## config.mk

```make
export PLATFORM = sky130hd
export DESIGN_NAME = ctrl_sequencer
export DESIGN_NICKNAME = d
export VERILOG_FILES = /design/src/rtl/ctrl_sequencer.sv
export SDC_FILE = /design/constraint.sdc
export NUM_CORES = 1
export LEC_CHECK = 0
export ABC_AREA = 1
export CAP_MARGIN = 20
export CORE_ASPECT_RATIO = 1.5
export CORE_MARGIN = 2
export CORE_UTILIZATION = 43
export DETAILED_ROUTE_END_ITERATION = 16
export PLACE_DENSITY = 0.95
export SETUP_SLACK_MARGIN = 0.1
export SYNTH_ARGS = -nofsm -noshare
export SYNTH_HDL_FRONTEND = slang
export SYNTH_SLANG_ARGS = --single-unit
```

## constraint.sdc

```tcl
create_clock -name clk -period 4.12 [get_ports clk]
set_clock_uncertainty 0.15 [all_clocks]
set_input_delay 0.824 -clock clk [delete_from_list [all_inputs] [get_ports clk]]
set_output_delay 0.824 -clock clk [all_outputs]
set_load 0.1 [all_outputs]
```

## src/rtl/ctrl_sequencer.sv

```systemverilog
// ctrl_sequencer: hardwired fetch/decode/execute control unit for the bus-based datapath
// clk, clr        : clock (rising edge), asynchronous active-high reset
// ir, mem_ready   : IR contents from the datapath, memory read-data-valid handshake
// Rin, Rout       : one-hot register write enables / bus drives
// PCin..Read      : datapath strobes; AND, OR, NEG: ALU op selects
// run, illegal    : executing flag, one-cycle undefined-opcode pulse
// instr_count     : retired instruction count (wraps)
module ctrl_sequencer #(
    parameter logic [4:0] OPC_AND  = 5'b00101,
    parameter logic [4:0] OPC_OR   = 5'b00110,
    parameter logic [4:0] OPC_NEG  = 5'b10001,
    parameter logic [4:0] OPC_NOP  = 5'b11010,
    parameter logic [4:0] OPC_HALT = 5'b11011
) (
    input  logic        clk,
    input  logic        clr,
    input  logic [31:0] ir,
    input  logic        mem_ready,
    output logic [15:0] Rin,
    output logic [15:0] Rout,
    output logic        PCin,
    output logic        PCout,
    output logic        IRin,
    output logic        Yin,
    output logic        Zin,
    output logic        MARin,
    output logic        MDRin,
    output logic        MDRout,
    output logic        Zlowout,
    output logic        IncPC,
    output logic        Read,
    output logic        AND,
    output logic        OR,
    output logic        NEG,
    output logic        run,
    output logic        illegal,
    output logic [15:0] instr_count
);
    typedef enum logic [2:0] {S_IDLE, S_T0, S_T1, S_T2, S_T3, S_T4, S_T5, S_HALT} state_t;
    state_t      state_q, state_d;
    logic [15:0] cnt_q, cnt_d;
    logic [4:0]  op;
    logic [3:0]  ra, rb, rc;
    logic        is_and, is_or, is_neg, is_nop, is_halt, is_logic;
    logic        unused_ir;
    assign op        = ir[31:27];
    assign ra        = ir[26:23];
    assign rb        = ir[22:19];
    assign rc        = ir[18:15];
    assign unused_ir = ^ir[14:0];
    assign is_and    = op == OPC_AND;
    assign is_or     = op == OPC_OR;
    assign is_neg    = op == OPC_NEG;
    assign is_nop    = op == OPC_NOP;
    assign is_halt   = op == OPC_HALT;
    assign is_logic  = is_and | is_or;
    always_comb begin
        state_d = state_q;
        cnt_d   = cnt_q;
        case (state_q)
            S_IDLE:  state_d = S_T0;
            S_T0:    state_d = S_T1;
            S_T1:    state_d = mem_ready ? S_T2 : S_T1;
            S_T2:    state_d = S_T3;
            S_T3: begin
                state_d = is_logic ? S_T4 : is_neg ? S_T5 : is_halt ? S_HALT : S_T0;
                // NOP retires here; HALT counts once on its way into S_HALT
                cnt_d   = (is_nop | is_halt) ? cnt_q + 16'd1 : cnt_q;
            end
            S_T4:    state_d = S_T5;
            S_T5: begin
                state_d = S_T0;
                cnt_d   = cnt_q + 16'd1;
            end
            S_HALT:  state_d = S_HALT;
            default: state_d = S_IDLE;
        endcase
    end
    always_ff @(posedge clk or posedge clr) begin
        if (clr) begin
            state_q <= S_IDLE;
            cnt_q   <= '0;
        end else begin
            state_q <= state_d;
            cnt_q   <= cnt_d;
        end
    end
    assign PCout       = state_q == S_T0;
    assign MARin       = state_q == S_T0;
    assign IncPC       = state_q == S_T0;
    assign Zin         = state_q == S_T0 || (state_q == S_T3 && is_neg) || state_q == S_T4;
    assign Zlowout     = state_q == S_T1 || state_q == S_T5;
    assign PCin        = state_q == S_T1;
    assign Read        = state_q == S_T1;
    assign MDRin       = state_q == S_T1 && mem_ready;
    assign MDRout      = state_q == S_T2;
    assign IRin        = state_q == S_T2;
    assign Yin         = state_q == S_T3 && is_logic;
    assign NEG         = state_q == S_T3 && is_neg;
    assign AND         = state_q == S_T4 && is_and;
    assign OR          = state_q == S_T4 && is_or;
    assign illegal     = state_q == S_T3 && !(is_logic | is_neg | is_nop | is_halt);
    assign Rout        = (state_q == S_T3 && (is_logic | is_neg)) ? 16'd1 << rb :
                         state_q == S_T4 ? 16'd1 << rc : 16'd0;
    assign Rin         = state_q == S_T5 ? 16'd1 << ra : 16'd0;
    assign run         = state_q != S_IDLE && state_q != S_HALT;
    assign instr_count = cnt_q;
endmodule

```

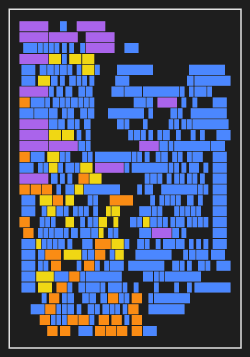
Fig. 1. Drive-strength map (run 1).
Scale: 4 px per um.
size	color	cells
x3 and x4	orange	34
x6 and larger	purple	17
x1 and smaller	blue	302
x2	yellow	28

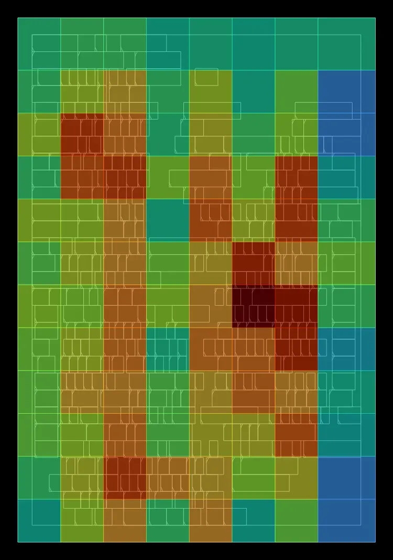
Fig. 2. Track usage over the die (run 1).
global routing met2 resource utilization: 39.6%
met1 Track Usage GR: 24.2%
post-layout util: 66.7%

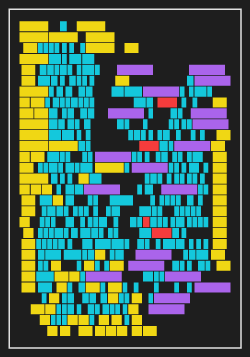
Fig. 3. Cells colored by class (run 1).
Scale: 4 px per um.
class	color	cells	share of their area
clock drivers and dummy loads	red	4	1.7%
sequential cells	purple	19	17%
remaining buffers and delay cells	yellow	83	33%
remaining logic cells	cyan	275	48%

-- run 1: stage by stage --
step	hold slack, ps	area (sq um)	setup slack, ps
final	410	2780	392
after floorplan	472	1850	-299
after detailed placement	386	2740	429
after global routing	429	2780	269
after CTS	404	2780	402
after global placement	358	2740	463
-- run 1: layout make-up --
type	instances	area, sq um	area share, %
clock inverter	1	5.00	0.180
inverter	37	139	4.99
clock buffer	3	41.3	1.48
tap	46	57.6	2.07
timing repair buffer	83	893	32.1
sequential	19	475	17.1
multi-input combinational	238	1170	42.1
-- run 1: routing by layer --
layer,share of wire [%],global-route usage (%)
met1,39,24.2
met2,54,39.6
met3,6.5,3.70
met4,1.0,7.61
met5,0,0
-- run 1: registers in the layout (all words and copies together) (netlist names) --
name	cells
instr_count	16
state_q	3
==> results.yml, run 1 <==
# synthesis and place-and-route metrics
power:
  seqPwrFrac_pct: 18.5
  cellInternalPower_mw: 0.507
  power_density_nw_per_um2: 520
  pwr-share-clk_pct: 9.3
sta:
  timing.setup.tns_ps: 0
  worst-slew-pin-transition_ps: 984
  max_freq_ghz: 0.268
setup_path:
  critical_path_peak_fanout: 15
  r2r_setup_slk_ps: 2300
  launch_instance_of_the_worst_register_to_register_path: "state_q[0]$_DFF_PP0_"
  timing_worst_setup_path_type: "in2out"
clocking:
  clk_pin_slew_ps: 80
  post-cts-setup-buffers: 0
  resize_count_post_cts: 0
  cts_tree: "done"
synthesis:
  mappedNetlistNets: 338
  synth.yosys.warnings: 0
  syn-mean-instance-area_sq_um: 6.12
  yosysMostFrequentCell: "sky130_fd_sc_hd__nand2_1"
  synth.cellmix.adderShare_pct: 0.677
global_routing:
  grt_pass1_vias: 2096
worst_hold_path:
  min_path_type: "reg2reg"
cells_and_area:
  final_layout_top_logic_cell: "sky130_fd_sc_hd__nand2_1"
die:
  fp.dieArea_sq_um: 4850
  floorplan.die.height_um: 84.3
run_status:
  outcome: "complete, no violations"
drt:
  first_pass_iters: 5
Fig. 4: run 1, a small window of the routed layout
Window x 2 to 27, y 51 to 76 um. Cells in gray, sequential cells in the stronger gray; small squares are vias.
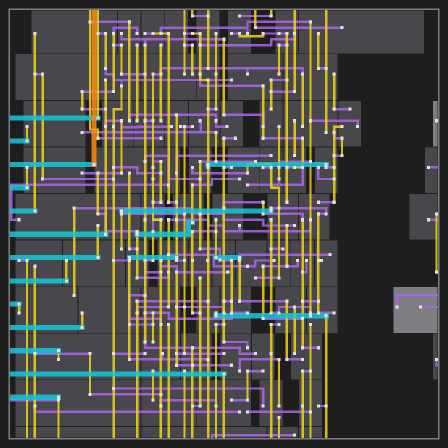

==> inputs of run 2 (changes only) <==
==> constraint.sdc (replaced) <==
create_clock -name clk -period 4.12 [get_ports clk]
set_clock_uncertainty 0.15 [all_clocks]
set_input_delay 1.03 -clock clk [delete_from_list [all_inputs] [get_ports clk]]
set_output_delay 1.03 -clock clk [all_outputs]
set_load 0.1 [all_outputs]
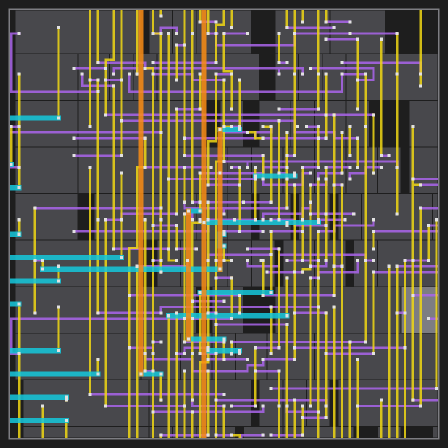
Fig. 5. A small window of the routed layout (run 2).
Window x 2 to 27, y 51 to 76 um. Cells in gray, sequential cells in the stronger gray; small squares are vias.
layer	color
M2	yellow
M4	orange
M3	cyan
M1	purple
most frequent	nand2_1 (19), nor3_1 (14), buf_12 (10)
cells with their middle in the window	67
sequential cells in the window	0

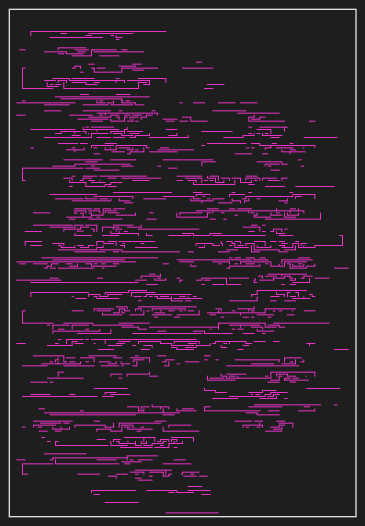
Fig. 6. Signal wires on met1 (run 2).
Scale: 6 px per um.
main direction	horizontal
nets with wire on the layer	338
longest straight run	22.5 um
share of all routed wire	36%

==> results.yml, run 2 <==
# synthesis and place-and-route metrics
run_status:
  outcome: "complete, no violations"
global_routing:
  grt_pass1_vias: 2283
  globalRouteMet3Util_pct: 4.47
setup_path:
  launch_instance_of_the_worst_register_to_register_path: "state_q[0]$_DFF_PP0_"
  r2r_setup_slk_ps: 2340
cells_and_area:
  register_area_sq_um: 475
  multi_input_comb_area_sq_um: 1240
synthesis:
  yosysMostFrequentCell: "sky130_fd_sc_hd__nand2_1"
  synth.cellmix.adderShare_pct: 0.677
  syn-mean-instance-area_sq_um: 6.12
die:
  fp.dieArea_sq_um: 4850
sta:
  timing.setup.tns_ps: 0
  hold_slack_ps: 383
  worst-slew-pin-transition_ps: 982
  worst_setup_slack_final_ps: 189
power:
  power_density_nw_per_um2: 475
clocking:
  post-cts-setup-buffers: 0
  cts_tree: "done"
drt:
  first_pass_iters: 4
  top_signal_layer_used: "met4"
run 2: cell types whose count changed in the layout (fill, tap and decap cells not counted), sizes merged:
cell / before / now
buf: 45 / 52
clkdlybuf4s50: 38 / 34
dlymetal6s2s: 0 / 1
run 2: worst max-delay path: cells and delay by family:
family	cells	cell delay, ps
buf+inv	4	980
simple gates	3	440
compound gates	2	290
run 2: final cells by class:
type,instances,area share [%]
well taps,46,1.81
flip-flops and latches,19,15.0
clock buffers,3,1.30
repair buffers,87,38.5
clock inverters,1,0.157
multi-input cells,238,38.9
inverters,37,4.37
run 2: where the power goes:
group	total [mW]	switching [mW]	internal, mW
Clock	0.133	0.0651	0.0675
Combinational	1.11	0.854	0.253
Sequential	0.270	0.0501	0.220
Total	1.51	0.969	0.541
Power figures rest on the tool's default switching activity, not on a simulated workload.
